`config.mk`:
```
export PLATFORM = sky130hd
export DESIGN_NAME = mem_port_arbiter
export DESIGN_NICKNAME = d
export VERILOG_FILES = /design/src/rtl/mem_port_arbiter_pkg.sv /design/src/rtl/arb_timeout_cnt.sv /design/src/rtl/mem_port_arbiter.sv
export SDC_FILE = /design/constraint.sdc
export NUM_CORES = 1
export LEC_CHECK = 0
export ABC_AREA = 1
export ABC_CLOCK_PERIOD_IN_PS = 4550
export CAP_MARGIN = 0
export CORE_MARGIN = 4
export CORE_UTILIZATION = 39
export DETAILED_ROUTE_END_ITERATION = 16
export PLACE_DENSITY_LB_ADDON = 0.05
export SLEW_MARGIN = 5
export SYNTH_ARGS = -nofsm -noshare
export SYNTH_HDL_FRONTEND = slang
export SYNTH_SLANG_ARGS = --single-unit
```
`constraint.sdc`:
```
create_clock -name Clk -period 4.55 [get_ports Clk]
set_input_delay 0.91 -clock Clk [delete_from_list [all_inputs] [get_ports Clk]]
set_output_delay 0.91 -clock Clk [all_outputs]
set_load 0.01 [all_outputs]
```
`src/rtl/mem_port_arbiter_pkg.sv`:
```
// Shared definitions for the IF/MEM memory port arbiter; the state encoding and
// load/store opcodes are also used by the pipeline control unit.
package mem_port_arbiter_pkg;

    typedef enum logic [1:0] {
        IDLE   = 2'd0,
        BUSY_I = 2'd1,
        BUSY_D = 2'd2,
        TURN   = 2'd3
    } arb_state_e;

    localparam logic [5:0] OP_LW = 6'b100011;
    localparam logic [5:0] OP_SW = 6'b101011;

    // Wide enough for any TIMEOUT in 1..255.
    localparam int TO_CNT_W = 8;

endpackage

```
`src/rtl/arb_timeout_cnt.sv`:
```
// Access timeout counter: cleared on grant, counts stalled memory cycles and
// flags the cycle on which the TIMEOUT-th stalled cycle is reached.
module arb_timeout_cnt
    import mem_port_arbiter_pkg::*;
#(
    parameter int TIMEOUT = 15
) (
    input  logic clk_i,
    input  logic rst_i,
    input  logic clr_i,
    input  logic inc_i,
    output logic tc_o
);

    localparam logic [TO_CNT_W-1:0] LAST = TO_CNT_W'(TIMEOUT - 1);

    logic [TO_CNT_W-1:0] cnt_q, cnt_d;

    always_comb begin
        cnt_d = cnt_q;
        if (clr_i) begin
            cnt_d = '0;
        end else if (inc_i && (cnt_q != LAST)) begin
            cnt_d = cnt_q + 1'b1;
        end
    end

    always_ff @(posedge clk_i or posedge rst_i) begin
        if (rst_i) begin
            cnt_q <= '0;
        end else begin
            cnt_q <= cnt_d;
        end
    end

    // Terminal count means "this stalled cycle is the last one allowed".
    assign tc_o = (cnt_q == LAST);

endmodule

```
`src/rtl/mem_port_arbiter.sv`:
```
// Shares one single-port memory between fetch (IF) and load/store (MEM) with
// alternating priority, timeout abort and a pipeline-advance enable.
// Optional wait-cycle counters are built when ARB_PERF_CNT_EN is defined.
module mem_port_arbiter
    import mem_port_arbiter_pkg::*;
#(
    parameter int AW      = 32,
    parameter int TIMEOUT = 15
) (
    input  logic          Clk,
    input  logic          Rst,
    input  logic          IReq,
    input  logic [AW-1:0] IAddr,
    input  logic          IKill,
    output logic [31:0]   IRdata,
    output logic          IAck,
    input  logic          DReq,
    input  logic          DWe,
    input  logic [AW-1:0] DAddr,
    input  logic [31:0]   DWdata,
    output logic [31:0]   DRdata,
    output logic          DAck,
    output logic          MemEn,
    output logic          MemWe,
    output logic [AW-1:0] MemAddr,
    output logic [31:0]   MemWdata,
    input  logic [31:0]   MemRdata,
    input  logic          MemReady,
    output logic          PipeEn,
    output logic          Err
`ifdef ARB_PERF_CNT_EN
    ,
    output logic [31:0]   IWaitCnt,
    output logic [31:0]   DWaitCnt
`endif
);

    arb_state_e    state_q, state_d;
    logic          last_d_q, last_d_d;
    logic          kill_q, kill_d;
    logic          err_q, err_d;
    logic [AW-1:0] mem_addr_q, mem_addr_d;
    logic          mem_we_q, mem_we_d;
    logic [31:0]   mem_wdata_q, mem_wdata_d;
    logic [31:0]   irdata_q, irdata_d;
    logic [31:0]   drdata_q, drdata_d;
    logic          busy, kill_now, cnt_clr, cnt_inc, cnt_tc;

    arb_timeout_cnt #(.TIMEOUT(TIMEOUT)) u_timeout (
        .clk_i (Clk),
        .rst_i (Rst),
        .clr_i (cnt_clr),
        .inc_i (cnt_inc),
        .tc_o  (cnt_tc)
    );

    assign busy     = (state_q == BUSY_I) || (state_q == BUSY_D);
    assign kill_now = kill_q || ((state_q == BUSY_I) && IKill);

    always_comb begin
        state_d     = state_q;
        last_d_d    = last_d_q;
        kill_d      = kill_q;
        err_d       = err_q;
        mem_addr_d  = mem_addr_q;
        mem_we_d    = mem_we_q;
        mem_wdata_d = mem_wdata_q;
        irdata_d    = irdata_q;
        drdata_d    = drdata_q;
        cnt_clr     = 1'b0;
        cnt_inc     = 1'b0;
        case (state_q)
            IDLE: begin
                // On contention the port not served last time wins.
                if (DReq && (!IReq || !last_d_q)) begin
                    state_d     = BUSY_D;
                    mem_addr_d  = DAddr;
                    mem_we_d    = DWe;
                    mem_wdata_d = DWdata;
                    last_d_d    = 1'b1;
                    cnt_clr     = 1'b1;
                end else if (IReq) begin
                    state_d     = BUSY_I;
                    mem_addr_d  = IAddr;
                    mem_we_d    = 1'b0;
                    mem_wdata_d = '0;
                    last_d_d    = 1'b0;
                    kill_d      = IKill;
                    cnt_clr     = 1'b1;
                end
            end
            BUSY_I, BUSY_D: begin
                kill_d = kill_now;
                if (MemReady || cnt_tc) begin
                    state_d = TURN;
                    if (!MemReady) begin
                        err_d = 1'b1;
                    end
                    if ((state_q == BUSY_I) && !kill_now) begin
                        irdata_d = MemReady ? MemRdata : 32'h0;
                    end
                    if ((state_q == BUSY_D) && !mem_we_q) begin
                        drdata_d = MemReady ? MemRdata : 32'h0;
                    end
                end else begin
                    cnt_inc = 1'b1;
                end
            end
            TURN: begin
                state_d = IDLE;
                kill_d  = 1'b0;
            end
            default: state_d = IDLE;
        endcase
    end

    always_ff @(posedge Clk or posedge Rst) begin
        if (Rst) begin
            state_q     <= IDLE;
            last_d_q    <= 1'b0;
            kill_q      <= 1'b0;
            err_q       <= 1'b0;
            mem_addr_q  <= '0;
            mem_we_q    <= 1'b0;
            mem_wdata_q <= '0;
            irdata_q    <= '0;
            drdata_q    <= '0;
        end else begin
            state_q     <= state_d;
            last_d_q    <= last_d_d;
            kill_q      <= kill_d;
            err_q       <= err_d;
            mem_addr_q  <= mem_addr_d;
            mem_we_q    <= mem_we_d;
            mem_wdata_q <= mem_wdata_d;
            irdata_q    <= irdata_d;
            drdata_q    <= drdata_d;
        end
    end

    // Strobe is decoded from state so it falls as soon as reset asserts.
    assign MemEn    = busy;
    assign MemWe    = busy && mem_we_q;
    assign MemAddr  = mem_addr_q;
    assign MemWdata = mem_wdata_q;
    assign IRdata   = irdata_q;
    assign DRdata   = drdata_q;
    assign IAck     = (state_q == TURN) && !last_d_q && !kill_q;
    assign DAck     = (state_q == TURN) && last_d_q;
    assign Err      = err_q;
    assign PipeEn   = !((IReq && !IAck && !IKill) || (DReq && !DAck));

`ifdef ARB_PERF_CNT_EN
    logic [31:0] iwait_q, dwait_q;

    always_ff @(posedge Clk or posedge Rst) begin
        if (Rst) begin
            iwait_q <= '0;
            dwait_q <= '0;
        end else begin
            if (IReq && !IAck && (iwait_q != 32'hFFFF_FFFF)) begin
                iwait_q <= iwait_q + 32'd1;
            end
            if (DReq && !DAck && (dwait_q != 32'hFFFF_FFFF)) begin
                dwait_q <= dwait_q + 32'd1;
            end
        end
    end

    assign IWaitCnt = iwait_q;
    assign DWaitCnt = dwait_q;
`endif

endmodule
```
==> metrics.yaml <==
p_leak_nw: 4.85
yosysTopAreaCell: "dfrtp_1"
drv_slew: 0
wl_met2_um: 9150
antenna_found_initial: 0
n_fill_cell: 1433
hold_path.startpoint: "Err$_DFFE_PP0P_"
p_per_area_nw_per_um2: 632
cts_root_buf: "clkbuf_16"
syn_area_per_cell_um2: 8.20
power_mw: 6.21
r2r-end: "DRdata[17]$_DFFE_PP0P_"
yosysWarningCount: 0
worstHoldPathCells: 1
ff2ff_path_depth: 7
post-route-drc-count: 0
die_w_um: 137
grt_pass1_vias: 5652
crit_fanout: 2
crit_top_cell: "clkdlybuf4s50_1"
routed_wl_um: 19300
grtUsageMet1_pct: 25.5
htree_levels: 4
synth_chip_area_um2: 6480
outcome: "finished clean"
fmax_mhz: 315
final_cell_area_um2: 9830
adder_share_pct: 1.35
num_vias: 5732
dp.cells: 1237
peakVddDrop_v: 0.000289
ys_types: 29
cts_tree: "yes"
synthTopCellsByArea: "dfrtp_1, nand2_1, nand3_1, a31oi_1, inv_1"
## synthesized netlist by cell type (7+ instances only)
cell type and instances:
a31oi_1 32, buf_2 18, buf_6 10, clkbuf_1 10, dfrtp_1 142, ha_1 7
inv_1 51, nand2_1 370, nand2_2 21, nand3_1 57, nor2_1 38
## report_power, final
group | switching (mW) | internal [mW]
logic | 1.39 | 1.34
registers | 0.310 | 1.79
clock network | 0.555 | 0.823
## area by class of cell
cell class / count / area, um^2 / area share [%]
Timing Repair Buffer: 275 / 2760 / 28.1
Sequential cell: 142 / 3550 / 36.2
Multi-Input combinational cell: 549 / 2450 / 24.9
Clock buffer: 19 / 443 / 4.51
Clock inverter: 13 / 140 / 1.43
Tap cell: 216 / 270 / 2.75
Inverter: 55 / 210 / 2.14
Cell density map:
The die is cut into 14 by 14 equal tiles; dark blue is low, red is high, 0 to 100% covered.
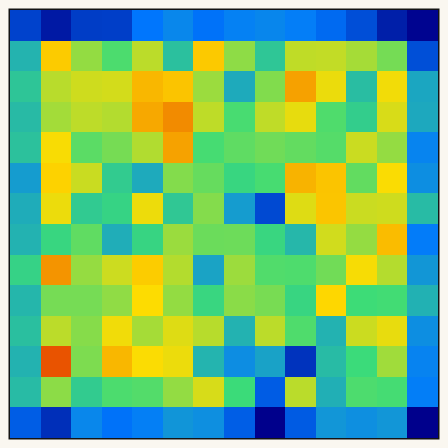
fullest tile = 91%
nearly empty tiles = 1.5%
tiles over 75% full = 9.2%
mean over tiles = 51%

Logic cells by family:
Scale bar: 50 um.
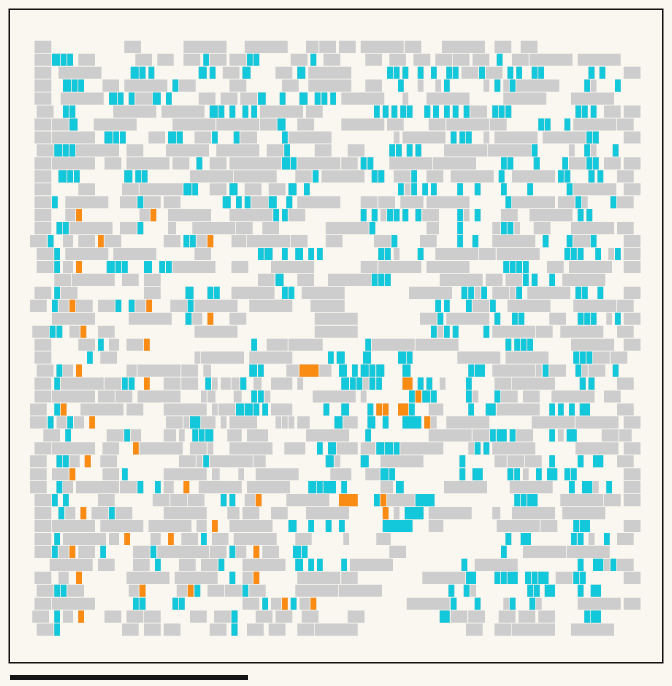
cyan -> NAND gates  # cells 453, where all over the die
orange -> NOR gates  # cells 42

Routed clock nets over the placement:
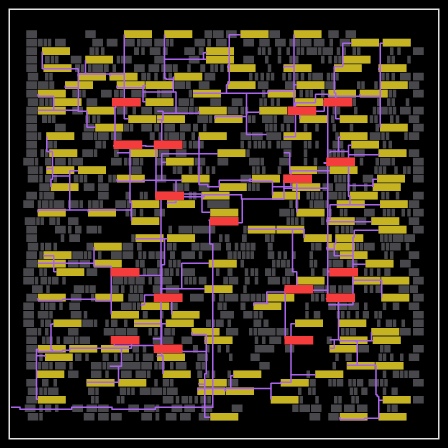
purple -> clock wires  # length 1,900 um
yellow -> flip-flops  # count 142
red -> cells driving clock nets  # count 17
routed clock nets = 18
flops lie = all over the die
Clock Skew: 0.0108 ns
Clock Power Share: 22.2%
clk ins delay skew pair: 0.42 ns

Power figures rest on the tool's default switching activity, not on a simulated workload.
